Figure 1. Cell density map.
Bar = 50 um. The die is cut into 19 by 37 equal tiles; dark blue is low, red is high, 0 to 100% covered.
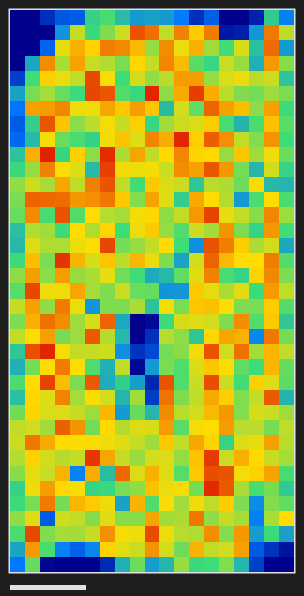
Figure 2. Track usage over the die.
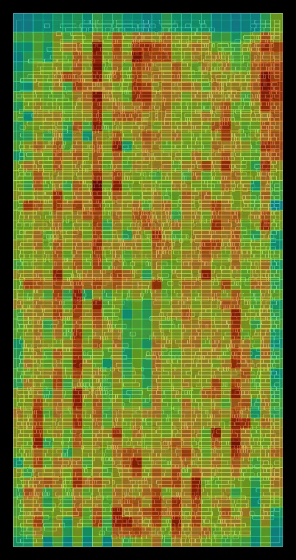
Figure 3. Cells by drive strength.
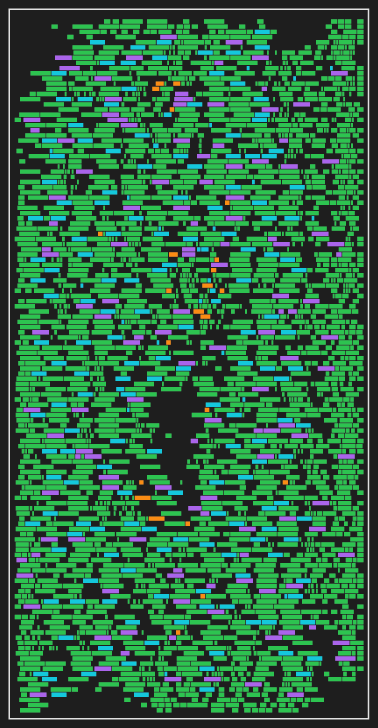
## src/rtl/access_pkg.sv

```systemverilog
// access_pkg: opcodes, response status and command record shared by the sequencer and its port
package access_pkg;
    localparam logic [31:0] ACC_OP_NOP    = 32'd0;
    localparam logic [31:0] ACC_OP_WR_REG = 32'd1;
    localparam logic [31:0] ACC_OP_RD_REG = 32'd2;
    localparam logic [31:0] ACC_OP_WR_MEM = 32'd3;
    localparam logic [31:0] ACC_OP_RD_MEM = 32'd4;
    typedef enum logic [1:0] {
        ACC_OK         = 2'd0,
        ACC_BAD_OPCODE = 2'd1,
        ACC_BAD_ID     = 2'd2,
        ACC_BAD_RANGE  = 2'd3
    } acc_status_t;
    typedef struct packed {
        logic [31:0] opcode;
        logic [31:0] id;
        logic [31:0] mask;
        logic [31:0] data;
        logic [31:0] addr;
    } acc_cmd_t;
endpackage

```

## src/rtl/sync_fifo.sv

```systemverilog
// sync_fifo: power-of-two synchronous FIFO with registered full/empty flags
module sync_fifo #(
    parameter int WIDTH = 8,
    parameter int DEPTH = 4
) (
    input  logic             clock,
    input  logic             reset,
    input  logic             push,
    input  logic             pop,
    input  logic [WIDTH-1:0] din,
    output logic [WIDTH-1:0] dout,
    output logic             full,
    output logic             empty
);
    localparam int AW = $clog2(DEPTH);
    logic [WIDTH-1:0] mem [DEPTH];
    logic [AW-1:0] wr_ptr, rd_ptr;
    logic [AW:0] cnt, cnt_n;
    assign cnt_n = cnt + (AW+1)'(push) - (AW+1)'(pop);
    assign dout = mem[rd_ptr];
    always_ff @(posedge clock)
        if (push) mem[wr_ptr] <= din;
    always_ff @(posedge clock) begin
        if (reset) begin
            wr_ptr <= '0;
            rd_ptr <= '0;
            cnt <= '0;
            full <= 1'b0;
            empty <= 1'b1;
        end else begin
            wr_ptr <= wr_ptr + AW'(push);
            rd_ptr <= rd_ptr + AW'(pop);
            cnt <= cnt_n;
            full <= cnt_n == (AW+1)'(DEPTH);
            empty <= cnt_n == '0;
        end
    end
endmodule

```

## src/rtl/access_cmd_sequencer.sv

```systemverilog
// access_cmd_sequencer: buffers host commands, range-checks them, drives the access port and returns tagged responses
module access_cmd_sequencer
    import access_pkg::*;
#(
    parameter int FIFO_DEPTH = 4,
    parameter int TAG_W      = 8,
    parameter int NUM_REGS   = 2,
    parameter int NUM_MEMS   = 1,
    parameter int MEM_DEPTH  = 16,
    parameter int MAX_MASK   = 1,
    parameter int ACC_LAT    = 1
) (
    input  logic             clock,
    input  logic             reset,
    input  logic             cmd_valid,
    output logic             cmd_ready,
    input  logic [31:0]      cmd_opcode,
    input  logic [31:0]      cmd_id,
    input  logic [31:0]      cmd_mask,
    input  logic [31:0]      cmd_data,
    input  logic [31:0]      cmd_addr,
    input  logic [TAG_W-1:0] cmd_tag,
    output logic [31:0]      acc_opcode,
    output logic [31:0]      acc_id,
    output logic [31:0]      acc_mask,
    output logic [31:0]      acc_in,
    output logic [31:0]      acc_addr,
    input  logic [31:0]      acc_out,
    output logic             rsp_valid,
    input  logic             rsp_ready,
    output logic [31:0]      rsp_data,
    output logic [TAG_W-1:0] rsp_tag,
    output logic [1:0]       rsp_status,
    output logic             busy
);
    localparam int LW = $clog2(ACC_LAT + 1);
    localparam int FW = $bits(acc_cmd_t) + TAG_W;
    typedef enum logic [1:0] {IDLE, CHECK, ISSUE, RESP} state_t;
    state_t state;
    acc_cmd_t cmd_r;
    logic [TAG_W-1:0] tag_r;
    logic [LW-1:0] lat;
    logic full, empty, push, pop, is_reg, is_mem, is_wr;
    logic [FW-1:0] dout;
    acc_status_t chk;
    assign cmd_ready = ~full;
    assign push = cmd_valid & cmd_ready;
    assign pop = state == IDLE && !empty;
    assign busy = !empty || state != IDLE;
    sync_fifo #(.WIDTH(FW), .DEPTH(FIFO_DEPTH)) u_fifo (
        .clock(clock),
        .reset(reset),
        .push(push),
        .pop(pop),
        .din({cmd_opcode, cmd_id, cmd_mask, cmd_data, cmd_addr, cmd_tag}),
        .dout(dout),
        .full(full),
        .empty(empty)
    );
    always_comb begin
        is_reg = cmd_r.opcode == ACC_OP_WR_REG || cmd_r.opcode == ACC_OP_RD_REG;
        is_mem = cmd_r.opcode == ACC_OP_WR_MEM || cmd_r.opcode == ACC_OP_RD_MEM;
        is_wr = cmd_r.opcode == ACC_OP_WR_REG || cmd_r.opcode == ACC_OP_WR_MEM;
        chk = cmd_r.opcode > ACC_OP_RD_MEM ? ACC_BAD_OPCODE :
              (is_reg && cmd_r.id >= 32'(NUM_REGS)) || (is_mem && cmd_r.id >= 32'(NUM_MEMS)) ? ACC_BAD_ID :
              cmd_r.mask >= 32'(MAX_MASK) || (is_mem && cmd_r.addr >= 32'(MEM_DEPTH)) ? ACC_BAD_RANGE :
              ACC_OK;
    end
    always_ff @(posedge clock) begin
        if (reset) begin
            state <= IDLE;
            cmd_r <= '0;
            tag_r <= '0;
            lat <= '0;
            acc_opcode <= '0;
            acc_id <= '0;
            acc_mask <= '0;
            acc_in <= '0;
            acc_addr <= '0;
            rsp_valid <= 1'b0;
            rsp_data <= '0;
            rsp_tag <= '0;
            rsp_status <= '0;
        end else begin
            case (state)
                IDLE: if (pop) begin
                    {cmd_r, tag_r} <= dout;
                    state <= CHECK;
                end
                CHECK: begin
                    rsp_tag <= tag_r;
                    lat <= '0;
                    if (chk != ACC_OK) begin
                        rsp_status <= chk;
                        rsp_data <= '0;
                        rsp_valid <= 1'b1;
                        state <= RESP;
                    end else begin
                        acc_opcode <= cmd_r.opcode;
                        acc_id <= cmd_r.id;
                        acc_mask <= cmd_r.mask;
                        acc_in <= cmd_r.data;
                        acc_addr <= cmd_r.addr;
                        state <= ISSUE;
                    end
                end
                ISSUE: if (lat == LW'(ACC_LAT - 1)) begin
                    rsp_status <= ACC_OK;
                    rsp_data <= is_wr ? '0 : acc_out;
                    rsp_valid <= 1'b1;
                    acc_opcode <= '0;
                    acc_id <= '0;
                    acc_mask <= '0;
                    acc_in <= '0;
                    acc_addr <= '0;
                    state <= RESP;
                end else begin
                    lat <= lat + LW'(1);
                end
                RESP: if (rsp_ready) begin
                    rsp_valid <= 1'b0;
                    state <= IDLE;
                end
            endcase
        end
    end
endmodule
```

## config.mk

```make
export PLATFORM = sky130hd
export DESIGN_NAME = access_cmd_sequencer
export DESIGN_NICKNAME = d
export VERILOG_FILES = /design/src/rtl/access_pkg.sv /design/src/rtl/sync_fifo.sv /design/src/rtl/access_cmd_sequencer.sv
export SDC_FILE = /design/constraint.sdc
export NUM_CORES = 1
export LEC_CHECK = 0
export ABC_CLOCK_PERIOD_IN_PS = 16900
export CAP_MARGIN = 20
export CORE_ASPECT_RATIO = 2
export CORE_MARGIN = 2
export CORE_UTILIZATION = 55
export DETAILED_ROUTE_END_ITERATION = 10
export MAX_ROUTING_LAYER = met4
export PLACE_DENSITY_LB_ADDON = 0.1
export SLEW_MARGIN = 30
export SYNTH_ARGS = -nofsm -noshare
export SYNTH_HDL_FRONTEND = slang
export SYNTH_HIERARCHICAL = 1
export SYNTH_SLANG_ARGS = --single-unit
```

## constraint.sdc

```tcl
create_clock -name clock -period 16.9 [get_ports clock]
set_input_delay 1.69 -clock clock [delete_from_list [all_inputs] [get_ports clock]]
set_output_delay 1.69 -clock clock [all_outputs]
set_load 0.005 [all_outputs]
```

==> impl.org <==
#+TITLE: Flow metrics

** CTS
- Post-CTS Resized :: 0
- Root buf cell :: sky130_fd_sc_hd__clkbuf_16
- The number of clock sinks came to 1054.
- TritonCTS built the clock tree.
- Insertion delay of the later-clocked pin in the worst-skew pair :: 0.67 ns
- Clock Tree Buf Depth :: 3

** Placed design
- Note, the detailed placer reported a final HPWL of 48500 um.
- OpenSTA, run right after detailed placement, puts the worst setup slack at about 11 ns.
- After its last routability iteration, the placer logged a weighted congestion of 0.808.
- Count of port buffers added during placement :: approximately 400
- The detailed placer reported the number of placed instances as 3442.
- Placed standard-cell area :: 42000 sq um

** Finish
- In the layout the commonest cells are 672 x sky130_fd_sc_hd__edfxtp_1, 408 x sky130_fd_sc_hd__nand2_1, 407 x sky130_fd_sc_hd__clkdlybuf4s50_1.
- The largest registers in the layout are u_fifo/mem x672, cmd_r x160.
- Count of fill cells added during filler insertion :: approximately 4500
- Non-Clock Buffer Area Fraction :: slightly below 10%
- Leaving out buffers and inverters, the combinational logic in the layout accounts for a little under 9000 sq um.
- Number of diodes :: 25
- After layout, the inverter instance count without clock inverters stands at 11.
- Top cell excl fill/tap :: sky130_fd_sc_hd__edfxtp_1
- Layout clock buffers :: between 100 and 150
- Multi-input combinational cells in the finished layout were counted as roughly 1100.
- Final clock-cell share :: ~6.4%
- Leaving out filler cells and counting taps, the final layout contains ~3600.
- The register with the most flip-flops in the layout has 672 of them.
- Share of layout cells above drive strength 1 :: between 10 and 15%
- The final layout contains a sequential cell count of around 1100.
- Register share of the cell area :: 61.8%

** Critical path
- Critical path origin :: cmd_valid
- OpenSTA lists the critical path endpoint as u_fifo/mem[3][8].
- The critical path endpoint has a required time of 17.17 ns.
- Walking the worst path, the cells encountered are clkdlybuf4s50_1 -> nor2b_1 -> and3_4 -> buf_12 -> buf_4 -> buf_4.
- Crit path max fanout :: roughly 57
- Cell with the largest stage delay on the worst path :: sky130_fd_sc_hd__buf_4
- Cell type group with the largest total delay on the critical path :: buffers and inverters
- R2R depth :: 7
- Register-to-register setup slack :: 13.21 ns
- CP Capture Type :: flop
- Count of buffer and inverter cells on the critical path :: 4
- In this design, the stage delay of the slowest critical-path cell is between 0.8 and 0.9 ns.
- Worst path depth :: 6
- The worst setup path is launched from a primary input.

** Route
- The count of nets left with antenna violations once routing finished came out at 0.
- For this block, the via count after detailed routing is 20307.
- Final wirelength :: 80800 um
- The first detailed-routing pass took 5 iterations.
- Uppermost routed layer :: met4
- Met2 Routed Length :: 41300 um
- Per the log, the first TritonRoute iteration ended with a DRC count of roughly 1300.
- Per the detail_route report, routed wire per instance is 22.2 um.

** Logic synthesis
- Parity-gate share of the synthesized area counting xor and xnor cells :: less than 1%
- The chip area line in the Yosys stat output reads between 30000 and 40000 sq um.
- Yosys printed 6 warnings.
- Mapped Nets :: between 2000 and 2500
- Per the synth log, the flip-flop and latch total comes to about 1100.
- The cell-mix breakdown from Yosys lists the simple-gate area share as roughly 6.4%.
- Netlist Area Pre-Place :: roughly 37000 sq um
- Commonest cells post-synth :: 672 x sky130_fd_sc_hd__edfxtp_1, 408 x sky130_fd_sc_hd__nand2_1, 382 x sky130_fd_sc_hd__dfxtp_1, 174 x sky130_fd_sc_hd__a21oi_1, 168 x sky130_fd_sc_hd__mux4_2
- Yosys mapped the design onto about 47 distinct sky130hd cell types.
- Area fraction in compound gates :: 4.96%
- Looking at area per cell type in the netlist, the leader is sky130_fd_sc_hd__edfxtp_1.
- In the Yosys report, the sequential cells make up 74.8% of the chip area.
- The synthesized design devotes to its leading area cell type a little over half of total area.
- Among the non-sequential cells, multiplexers take the most area.
- In the Yosys report the total cell count is around 2300.
- Flip-flop cell with the highest count after synthesis :: sky130_fd_sc_hd__edfxtp_1

** Global route
- Most congested layer reported by global routing :: met2
- Via count of the first global-routing pass :: 21299
- The first global-routing pass estimated around 120000 um of wire.
- Initial antenna violation count :: 25

** Job
- Max-cap violation count :: 0
- The tool warning count for the run is 44.

** Power
- Clock power frac :: between 30% and 40%
- The sequential power reported by the tool is 3.22 mW.
- The internal portion of the total power is 4.70 mW.
- The share of total power dissipated in combinational logic is a little under a fifth.
- Worst vdd ir :: 0.000102 V
- Power attributed to the clock group is 2.02 mW.
- Per the breakdown, switching nets consume roughly 27% of all power.
- Sequential cells account for between 40% and 50% of the total power.
- The group that draws the most power in this run is registers.
- Net switching power :: around 1.8 mW

** Hold path
- The tightest min-delay check is of the flop to flop type.
- Hold-critical path depth :: 2
- Min-Delay Startpoint :: cmd_r[36]

** STA
- Based on the critical path, the design can be clocked at up to 206 MHz.
- The final max-slew violation count recorded for this run is 0.
- The pin closest to its max-slew limit shows a slew of approximately 1.1 ns.
- The final report lists the setup-violating endpoint count as 0.
- Worst hold slack :: between 0.4 and 0.5 ns
- Clock period minus final worst setup slack :: 4.85 ns
- Summed over all failing endpoints, the final setup total negative slack is 0 ns.
- Per the final timing report, the hold violations number 0.
- Worst relative slew slack :: around 28%

** Floorplanning
- Die Y-Extent :: between 300 and 400 um
- 409 I/O pins were placed.
- Die Width :: around 190 um
- In this run the full chip footprint comes out at roughly 70000 sq um.
- Inserted tap cell count :: just under 900
- According to the floorplan log, the row count is approximately 130.

** Run status
- Run status :: completed
-- Figure 1 (at the start) --
nearly empty tiles	2.7%
tiles over 75% full	29%
mean over tiles	63%
fullest tile	96%
placeable core region: 66900 sq um
starting density of the core: 55.6%
final core utilization: 67.4%

-- Figure 2 (at the start) --
global-route total usage across every layer: 24.2%
met2 capacity usage during global routing: 41.5%
Global Route met1 Usage: 27.2%
global routing met3 resource utilization: 6.60%

-- Figure 3 (at the start) --
size	colour	cells
_2 cells	cyan	195
_3 and _4 cells	orange	23
_6 and larger	purple	131
_0 and _1 cells	green	2377
fin worst setup slack: 12.05 ns
count of buffers not belonging to the clock network in the layout: 432
final design instance area without fill: 45100 sq um

Power and IR drop assume default switching activity.
